**Run 1: metal 3**

(4 px per um)
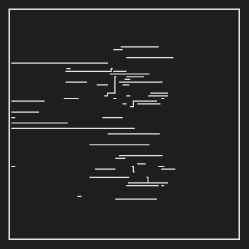
**Run 1: logic cells by family**

(8 px per um)
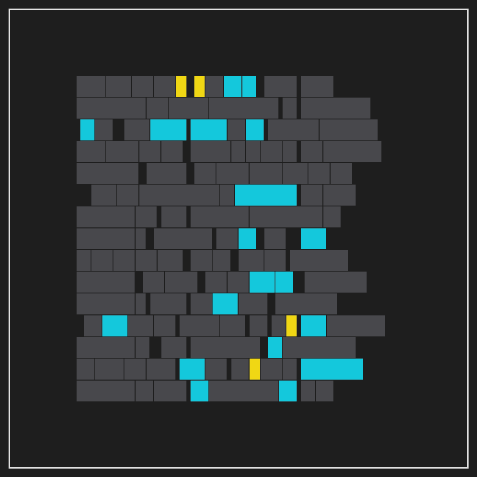
**Run 1: met2 routing**

(4 px per um)
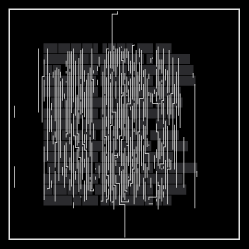
`config.mk`:
```
export PLATFORM = sky130hd
export DESIGN_NAME = sr_input_conditioner
export DESIGN_NICKNAME = d
export VERILOG_FILES = /design/src/rtl/sr_input_conditioner.sv
export SDC_FILE = /design/constraint.sdc
export NUM_CORES = 1
export LEC_CHECK = 0
export CAP_MARGIN = 0
export CORE_MARGIN = 8
export CORE_UTILIZATION = 51
export CTS_BUF_LIST = sky130_fd_sc_hd__clkbuf_8
export CTS_CLUSTER_SIZE = 16
export DETAILED_ROUTE_END_ITERATION = 10
export PLACE_DENSITY = 0.87
export SLEW_MARGIN = 0
export SYNTH_ARGS = -nofsm -noshare
export SYNTH_HDL_FRONTEND = slang
export SYNTH_SLANG_ARGS = --single-unit
```
`constraint.sdc`:
```
create_clock -name clk -period 1.4 [get_ports clk]
set_clock_uncertainty 0.2 [all_clocks]
set_input_delay 0.14 -clock clk [delete_from_list [all_inputs] [get_ports clk]]
set_output_delay 0.14 -clock clk [all_outputs]
set_load 0.02 [all_outputs]
```
`src/rtl/sr_input_conditioner.sv`:
```
// Push-button conditioner: per-channel 2-flop sync + debounce FSM, then
// registered set/reset pulses with simultaneous-accept suppression.

module sr_input_conditioner_ch #(
    parameter int unsigned DEBOUNCE_CYCLES = 16
) (
    input  logic i_clk,
    input  logic i_rst,
    input  logic i_btn,
    output logic o_level,
    output logic o_rise
);
    localparam int CW = $clog2(DEBOUNCE_CYCLES);
    localparam logic [CW-1:0] CNT_LAST = CW'(DEBOUNCE_CYCLES - 1);

    typedef enum logic [1:0] {LOW, CHK_HIGH, HIGH, CHK_LOW} state_t;

    state_t        r_state, w_state_nx;
    logic [CW-1:0] r_cnt, w_cnt_nx;
    logic          r_sync1, r_sync2, r_level;
    logic          w_level_nx, w_rise;

    always_ff @(posedge i_clk) begin
        if (i_rst) begin
            r_sync1 <= 1'b0;
            r_sync2 <= 1'b0;
            r_state <= LOW;
            r_cnt   <= '0;
            r_level <= 1'b0;
        end else begin
            r_sync1 <= i_btn;
            r_sync2 <= r_sync1;
            r_state <= w_state_nx;
            r_cnt   <= w_cnt_nx;
            r_level <= w_level_nx;
        end
    end

    always_comb begin
        w_state_nx = r_state;
        w_cnt_nx   = r_cnt;
        w_rise     = 1'b0;
        case (r_state)
            LOW: begin
                if (r_sync2) begin
                    w_state_nx = CHK_HIGH;
                    w_cnt_nx   = CW'(1);
                end
            end
            CHK_HIGH: begin
                if (!r_sync2) begin
                    w_state_nx = LOW;
                    w_cnt_nx   = '0;
                end else if (r_cnt == CNT_LAST) begin
                    w_state_nx = HIGH;
                    w_rise     = 1'b1;
                end else if (r_cnt < CNT_LAST) begin
                    w_cnt_nx = r_cnt + CW'(1);
                end
            end
            HIGH: begin
                if (!r_sync2) begin
                    w_state_nx = CHK_LOW;
                    w_cnt_nx   = CW'(1);
                end
            end
            CHK_LOW: begin
                if (r_sync2) begin
                    w_state_nx = HIGH;
                    w_cnt_nx   = '0;
                end else if (r_cnt == CNT_LAST) begin
                    w_state_nx = LOW;
                end else if (r_cnt < CNT_LAST) begin
                    w_cnt_nx = r_cnt + CW'(1);
                end
            end
            default: w_state_nx = LOW;
        endcase
    end

    // Level tracks the state being entered so it moves on the same edge as the state.
    assign w_level_nx = (w_state_nx == HIGH) || (w_state_nx == CHK_LOW);
    assign o_level    = r_level;
    assign o_rise     = w_rise;
endmodule

module sr_input_conditioner #(
    parameter int unsigned DEBOUNCE_CYCLES = 16
) (
    input  logic clk,
    input  logic rst,
    input  logic btn_s,
    input  logic btn_r,
    output logic s,
    output logic r,
    output logic s_level,
    output logic r_level,
    output logic conflict
);
    localparam int NUM_CH = 2;

    logic [NUM_CH-1:0] w_btn, w_level, w_rise;

    assign w_btn = {btn_r, btn_s};

    for (genvar gi = 0; gi < NUM_CH; gi++) begin : g_ch
        sr_input_conditioner_ch #(
            .DEBOUNCE_CYCLES(DEBOUNCE_CYCLES)
        ) u_ch (
            .i_clk  (clk),
            .i_rst  (rst),
            .i_btn  (w_btn[gi]),
            .o_level(w_level[gi]),
            .o_rise (w_rise[gi])
        );
    end

    // Coincident accepts cancel each other so the latch never sees s=r=1.
    always_ff @(posedge clk) begin
        if (rst) begin
            s        <= 1'b0;
            r        <= 1'b0;
            conflict <= 1'b0;
        end else begin
            s        <= w_rise[0] & ~w_rise[1];
            r        <= w_rise[1] & ~w_rise[0];
            conflict <= w_rise[0] & w_rise[1];
        end
    end

    assign s_level = w_level[0];
    assign r_level = w_level[1];
endmodule

```
==> Slide: Implementation Results, run 1 <==
Key Metrics from the Run

Worst setup path
  • Critical R2R Capture: s
  • Worst-path cell chain: ha_4 > nand4_1 > or3b_4 > nor3b_1
  • Critical path depth in cells: 4
  • Slowest stage delay, CP: 460 ps

Detailed routing
  • Routed length on met3: 290 um
  • DRT Pass-1 Iters: 4
  • Avg WL per Cell: 23.8 um

Layout
  • Top cell category: multi-input combinational cells
  • Layout non-clock buf frac: 0.217
  • Non-clock inverters: 4
  • Fraction of area in registers: 0.311
  • Layout cell share with drive strength beyond 1: 0.460
  • Final Net Count: 133
  • Multi-In Gates: 62
  • Flop count: 20
  • Final Util: 0.823

Logic synthesis
  • Count of library flops with an enable pin: 0
  • Commonest flop: dfxtp_1
  • Synthesis area per yosys: 863 um^2
  • Mean Syn Cell Area: approximately 9.4 um^2
  • Seq share, synth: 0.464
  • Top area cell types: dfxtp_1, nand3_1, a31oi_1
  • Synth area leader: dfxtp_1

Final timing
  • RSZ-0062 raised after global routing: true
  • Final Max Slew Viols: 0
  • Final setup margin: -205 ps
  • Final setup vio count: 12

Pwr
  • P_leak: 0.495 nW
  • Combinational Power: 98.0 uW
  • Combinational share of power: 0.087

CTS
  • CTS H-tree depth: 1
  • Cts repair resizes: 18

Outcome
  • Violated checks: negative setup slack
  • Status: finished with violations

Die
  • Tap cells: 17

Min path
  • Hold wc startpoint: btn_s
Back to the opening pictures, 'metal 3':
share of all routed wire = 8.5%
main direction = horizontal
vias: 987
met3 Use GR: 0.0665
Routed WL: 3.40 mm

Back to the opening pictures, 'logic cells by family':
inverters -> yellow  # cells 4, most used inv_1
inverting AOI/OAI gates -> cyan  # cells 19, most used a31oi_1
filler-free cell count of the finished design: 143
most common logic cell in the routed design: buf_4
combinational share of cell area: 0.404

Back to the opening pictures, 'met2 routing':
longest straight run = 30.9 um
share of all routed wire = 50%
nets with wire on the layer = 122
wire length on this layer = 1690 um
met2 global-route usage: 0.296

**Run 1: drive-strength map**

(8 px per um)
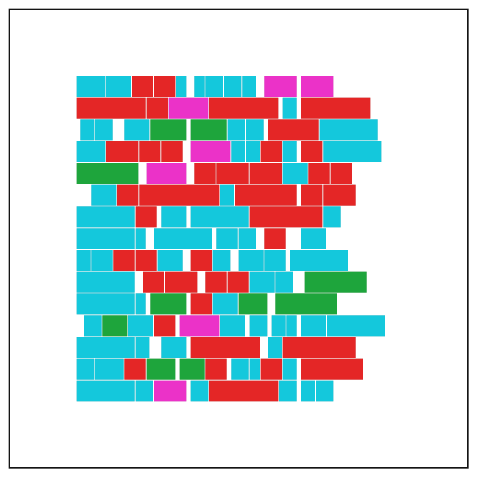

--- run 2 (diff from run 1) ---
- CORE_UTILIZATION: 51 -> 40
- PLACE_DENSITY: 0.87 -> 0.73
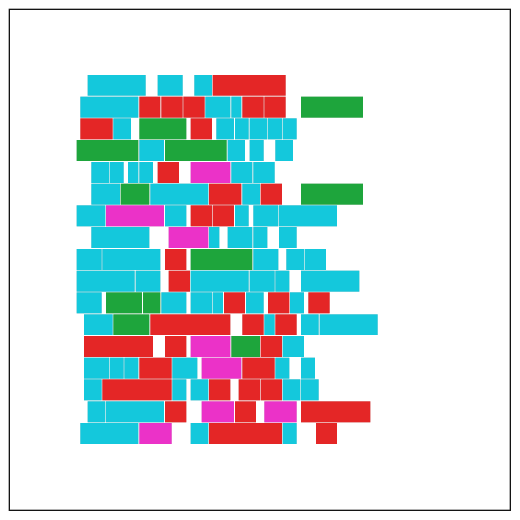
**Above:** run 2 (drive-strength map).
(8 px per um)
drive 3 to 4 -> red  # cells 35, share 28%, most used buf_4
drive 6 and up -> magenta  # cells 8, share 6.3%, most used clkbuf_8
drive 1 or less -> cyan  # cells 73, share 57%, most used dfxtp_1
drive 2 -> green  # cells 11, share 8.7%, most used dfxtp_2
non-clock buffer count: 37
final setup margin: -143 ps
Area growth syn-to-layout: 55.2%
final std cell area, no fill: 1340 um^2

==> run 2 against run 1 <==
Compared with the run above: the flow still finishes with violations (negative setup slack); via count shrank 12%; maximum frequency grew 4.0%; total power down 0.27%; critical path type unchanged.
==> Slide: Implementation Results, run 2 <==
Key Metrics from the Run

Detailed routing
  • Routed length on met3: 90 um (was 290 um)
  • Vias: 864 (was 987)
  • DRT Pass-1 Iters: 5 (was 4)

Logic synthesis
  • Mean Syn Cell Area: 9.38 um^2 (unchanged)
  • Commonest flop: dfxtp_1 (unchanged)
  • Count of library flops with an enable pin: 0 (unchanged)
  • Seq share, synth: 0.464 (unchanged)

Outcome
  • Violated checks: negative setup slack (unchanged)
  • Status: finished with violations (unchanged)

Layout
  • Final Net Count: 134 (was 133)
  • Combinational share of cell area: 0.374 (was 0.404)
  • Top cell category: multi-input combinational cells (unchanged)
  • Final Util: 0.630 (was 0.823)
  • Layout non-clock buf frac: 0.235 (was 0.217)
  • Multi-In Gates: 62 (unchanged)
  • Non-clock inverters: 4 (unchanged)

Final timing
  • Final setup vio count: 9 (was 12)
  • Final setup margin: -143 ps (was -205 ps)
  • Final Max Slew Viols: 0 (unchanged)

CTS
  • Cts repair resizes: 16 (was 18)
  • CTS H-tree depth: 1 (unchanged)

Worst setup path
  • Critical path depth in cells: 4 (unchanged)
  • Slowest stage delay, CP: 430 ps (was 460 ps)
  • Worst-path cell chain: ha_4 > nand4_1 > or3b_4 > nor3b_2 (was ha_4 > nand4_1 > or3b_4 > nor3b_1)
  • Critical R2R Capture: r (was s)

Die
  • Tap cells: 28 (was 17)

Global routing
  • Met3 Use GR: 0.0341 (was 0.0665)

Min path
  • Hold wc startpoint: btn_r (was btn_s)
Power figures rest on the tool's default switching activity, not on a simulated workload.
